## config.mk

```make
export PLATFORM = sky130hd
export DESIGN_NAME = ex_hazard_ctrl
export DESIGN_NICKNAME = d
export VERILOG_FILES = /design/src/rtl/ex_hazard_ctrl.sv
export SDC_FILE = /design/constraint.sdc
export NUM_CORES = 1
export LEC_CHECK = 0
export ABC_CLOCK_PERIOD_IN_PS = 5430
export CAP_MARGIN = 20
export CORE_MARGIN = 3
export CORE_UTILIZATION = 50
export CTS_CLUSTER_SIZE = 28
export DETAILED_ROUTE_END_ITERATION = 10
export DONT_BUFFER_PORTS = 1
export GPL_TIMING_DRIVEN = 0
export SLEW_MARGIN = 0
export SYNTH_ARGS = -nofsm -noshare
export SYNTH_HDL_FRONTEND = slang
export SYNTH_SLANG_ARGS = --single-unit
```

## constraint.sdc

```tcl
create_clock -name clk -period 5.43 [get_ports clk]
set_input_delay 1.086 -clock clk [delete_from_list [all_inputs] [get_ports clk]]
set_output_delay 1.086 -clock clk [all_outputs]
set_load 0.05 [all_outputs]
```

## src/rtl/ex_hazard_ctrl.sv

```systemverilog
// EX-stage hazard, redirect and HALT-drain sequencer for the 5-stage core.
// Also keeps retired-instruction class counters and a stall-cycle counter.
module ex_hazard_ctrl #(
  parameter int CNT_W = 32
) (
  input  logic             clk,
  input  logic             reset,
  input  logic             id_valid,
  input  logic [5:0]       id_op,
  input  logic [4:0]       id_rs_add,
  input  logic [4:0]       id_rt_add,
  input  logic             ex_valid,
  input  logic [5:0]       ex_op,
  input  logic [4:0]       ex_rd_add,
  input  logic             ex_branch_taken,
  output logic             stall_if_id,
  output logic             bubble_ex,
  output logic             flush_if_id,
  output logic             halted,
  output logic [CNT_W-1:0] cnt_total,
  output logic [CNT_W-1:0] cnt_arith,
  output logic [CNT_W-1:0] cnt_logic,
  output logic [CNT_W-1:0] cnt_mem,
  output logic [CNT_W-1:0] cnt_ctrl,
  output logic [CNT_W-1:0] cnt_stall
);

  typedef enum logic [1:0] {
    RUN,
    DRAIN,
    HALTED
  } state_e;

  localparam logic [CNT_W-1:0] ONE = CNT_W'(1);

  state_e     state_q, state_d;
  logic [1:0] dcnt_q, dcnt_d;
  logic       halted_q;

  logic [CNT_W-1:0] total_q, arith_q, logic_q;
  logic [CNT_W-1:0] mem_q, ctrl_q, stall_q;

  logic uses_rt, lu, redirect, halt_id;
  logic stall_c, bubble_c, flush_c;
  logic is_ar, is_lg, is_mem, is_ctl;

  assign uses_rt = id_op inside {6'h00, 6'h02, 6'h04, 6'h06,
                                 6'h08, 6'h0A, 6'h0D, 6'h0F};

  assign lu = ex_valid && (ex_op == 6'h0C) &&
              (ex_rd_add != 5'd0) && id_valid &&
              ((id_rs_add == ex_rd_add) ||
               (uses_rt && (id_rt_add == ex_rd_add)));

  assign redirect = ex_valid && ex_branch_taken;
  assign halt_id  = id_valid && (id_op == 6'h11);

  always_comb begin
    state_d  = state_q;
    dcnt_d   = dcnt_q;
    stall_c  = 1'b0;
    bubble_c = 1'b0;
    flush_c  = 1'b0;
    unique case (state_q)
      RUN: begin
        if (redirect) begin
          flush_c  = 1'b1;
          bubble_c = 1'b1;
        end else if (lu) begin
          stall_c  = 1'b1;
          bubble_c = 1'b1;
        end else if (halt_id) begin
          stall_c  = 1'b1;
          bubble_c = 1'b1;
          state_d  = DRAIN;
          dcnt_d   = 2'd2;
        end
      end
      DRAIN: begin
        stall_c  = 1'b1;
        bubble_c = 1'b1;
        if (redirect) begin
          flush_c = 1'b1;
          stall_c = 1'b0;
          state_d = RUN;
          dcnt_d  = 2'd0;
        end else if (dcnt_q <= 2'd1) begin
          // last drain cycle: older instructions have left the pipe
          state_d = HALTED;
          dcnt_d  = 2'd0;
        end else begin
          dcnt_d = dcnt_q - 2'd1;
        end
      end
      HALTED: begin
        stall_c  = 1'b1;
        bubble_c = 1'b1;
      end
      default: begin
        state_d = RUN;
        dcnt_d  = 2'd0;
      end
    endcase
  end

  assign stall_if_id = reset & stall_c;
  assign bubble_ex   = reset & bubble_c;
  assign flush_if_id = reset & flush_c;

  always_comb begin
    is_ar  = 1'b0;
    is_lg  = 1'b0;
    is_mem = 1'b0;
    is_ctl = 1'b0;
    unique case (1'b1)
      (ex_op <= 6'h05):                   is_ar  = 1'b1;
      (ex_op >= 6'h06 && ex_op <= 6'h0B): is_lg  = 1'b1;
      (ex_op == 6'h0C || ex_op == 6'h0D): is_mem = 1'b1;
      (ex_op >= 6'h0E && ex_op <= 6'h10): is_ctl = 1'b1;
      default: ;
    endcase
  end

  always_ff @(posedge clk or negedge reset) begin
    if (!reset) begin
      state_q  <= RUN;
      dcnt_q   <= 2'd0;
      halted_q <= 1'b0;
    end else begin
      state_q  <= state_d;
      dcnt_q   <= dcnt_d;
      halted_q <= (state_d == HALTED);
    end
  end

  always_ff @(posedge clk or negedge reset) begin
    if (!reset) begin
      total_q <= '0;
      arith_q <= '0;
      logic_q <= '0;
      mem_q   <= '0;
      ctrl_q  <= '0;
      stall_q <= '0;
    end else begin
      if (ex_valid) begin
        total_q <= total_q + ONE;
        if (is_ar)  arith_q <= arith_q + ONE;
        if (is_lg)  logic_q <= logic_q + ONE;
        if (is_mem) mem_q   <= mem_q + ONE;
        if (is_ctl) ctrl_q  <= ctrl_q + ONE;
      end
      if (stall_c) stall_q <= stall_q + ONE;
    end
  end

  assign halted    = halted_q;
  assign cnt_total = total_q;
  assign cnt_arith = arith_q;
  assign cnt_logic = logic_q;
  assign cnt_mem   = mem_q;
  assign cnt_ctrl  = ctrl_q;
  assign cnt_stall = stall_q;

endmodule

```

Fig. 1: placement density heat map
Scale bar: 50 um. 14 x 14 tiles, from white (low) to dark blue (high), 0 to 100% covered.
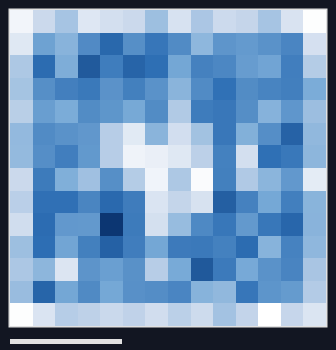
fullest tile: 98%
emptiest ninth of the die: middle
tiles over 75% full: 7.7%
nearly empty tiles: 1.5%
mean over tiles: 49%
final core utilization: 57.1%
fp util: 52.1%
core box area: 17700 um2

Fig. 2: supply network
Scale bar: 50 um. Pins as bars on the die edge. Tap cells in grey.
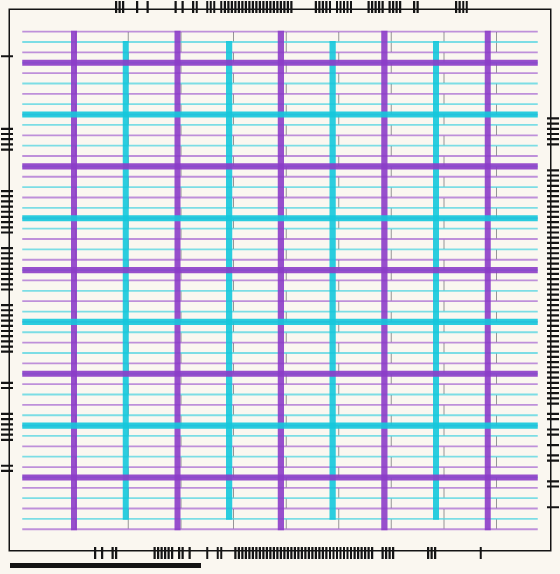
legend:
  cyan:
    net: VDD
  purple:
    net: VSS
met4 straps: 9
met5 straps: 9
rows: 48
tap cells: 225
signal pins: 228
die width: 142 um
Worst VDD drop: 0.000265 V
chip height: 142 um

Fig. 3: cell placement
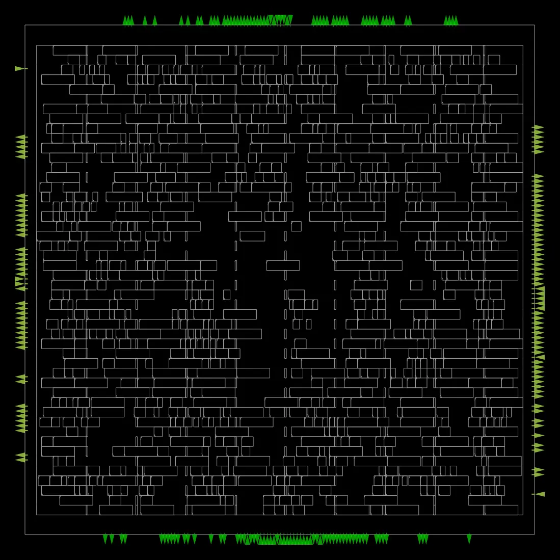
tap cell count: 225
FP Rows: 48

==> reports/qor.yml <==
status: "finished clean"
hold_path.class: "input port to async pin"
clock_buffers: 23
clockBufferDepth: 2
drt-wirelength-per-cell_um: 19.2
ant_nets: 0
top_power_group: "registers"
vias_per_cell: 5.74
setup.worst_path.end_class: "primary output"
syn_area_per_cell_um2: 11.1
clkTransAtPathRegs_ns: 0.07
holdWs_ns: 0.342
tightest_slew_ns: 0.985
p_seq_w: 0.00205
post-route-drc-count: 0
dpl_cell_area_um2: 9490
wl_met2_mm: 10.1
ys_ff: 197
top_cells_by_count: "dfrtp_1 (197), xnor2_1 (126), nand2_1 (87)"
first_pass_iters: 4
ys_warn_count: 0
logic_family: "simple AND/OR/NAND/NOR gates"
yosys-mux-area-fraction_pct: 0.856
cts-root-buf: "clkbuf_16"
worstPathCellList: "or3b_1 > nor4_1 > a21oi_1 > clkbuf_1 > nand2_1 > and2_1"
antenna_found_initial: 0
logic_area_um2: 4150
rsz0062_at_grt: "no"
chipArea_um2: 20100
syn_area_um2: 9200
layout.nonclk_buf_share_pct: 0.658
clock_area_share_pct: 5.81
ys_sh_adder_pct: 1.36
ys_cells: 828
cp-startpoint: "id_op[1]"
syn_inst: 828
buffers: 13
crit_buf_inv: 1
Fig. 4: wires at chosen ports, followed through buffers
Scale bar: 50 um.
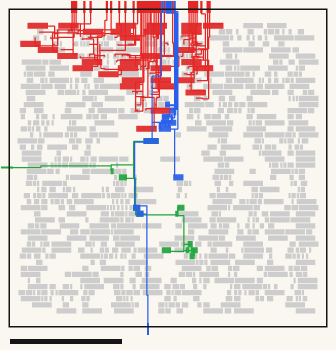
legend:
  red:
    port: `cnt_logic`
    direction: output
    edge: top
    end_cells: 32
    buffers: 0
    wire: 1320 um
  blue:
    port: `ex_op`
    direction: input
    edge: 5 top, 1 bottom
    end_cells: 11
    buffers: 0
    wire: 455 um
  green:
    port: `ex_valid`
    direction: input
    edge: left
    end_cells: 12
    buffers: 1
    wire: 161 um
IO Count: 228
port bufs: 0

Fig. 5: logic cells by family
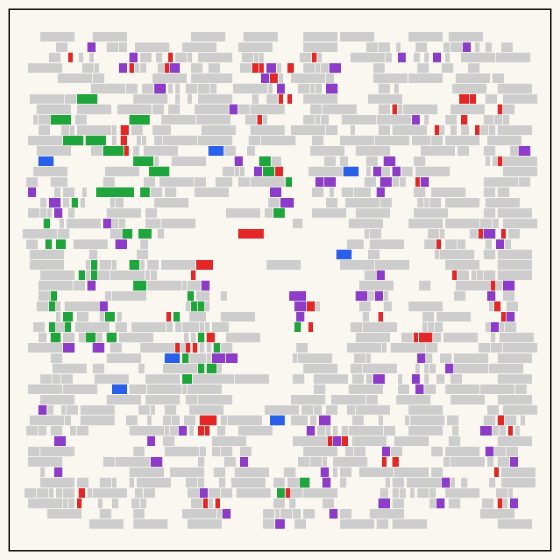
legend:
  green:
    family: aoi and oai cells
    cells: 47
    most_used: a21oi_1
  red:
    family: nor cells
    cells: 61
    most_used: nor2_1
    where: widely spread
  blue:
    family: mux cells
    cells: 7
    most_used: mux2_2
  purple:
    family: and/or cells
    cells: 81
    most_used: and3_1
    where: widely spread
Final Instance Count excl. Fillers: 1086
Comb area share: 41.1%
most frequent logic cell in the layout: dfrtp_1

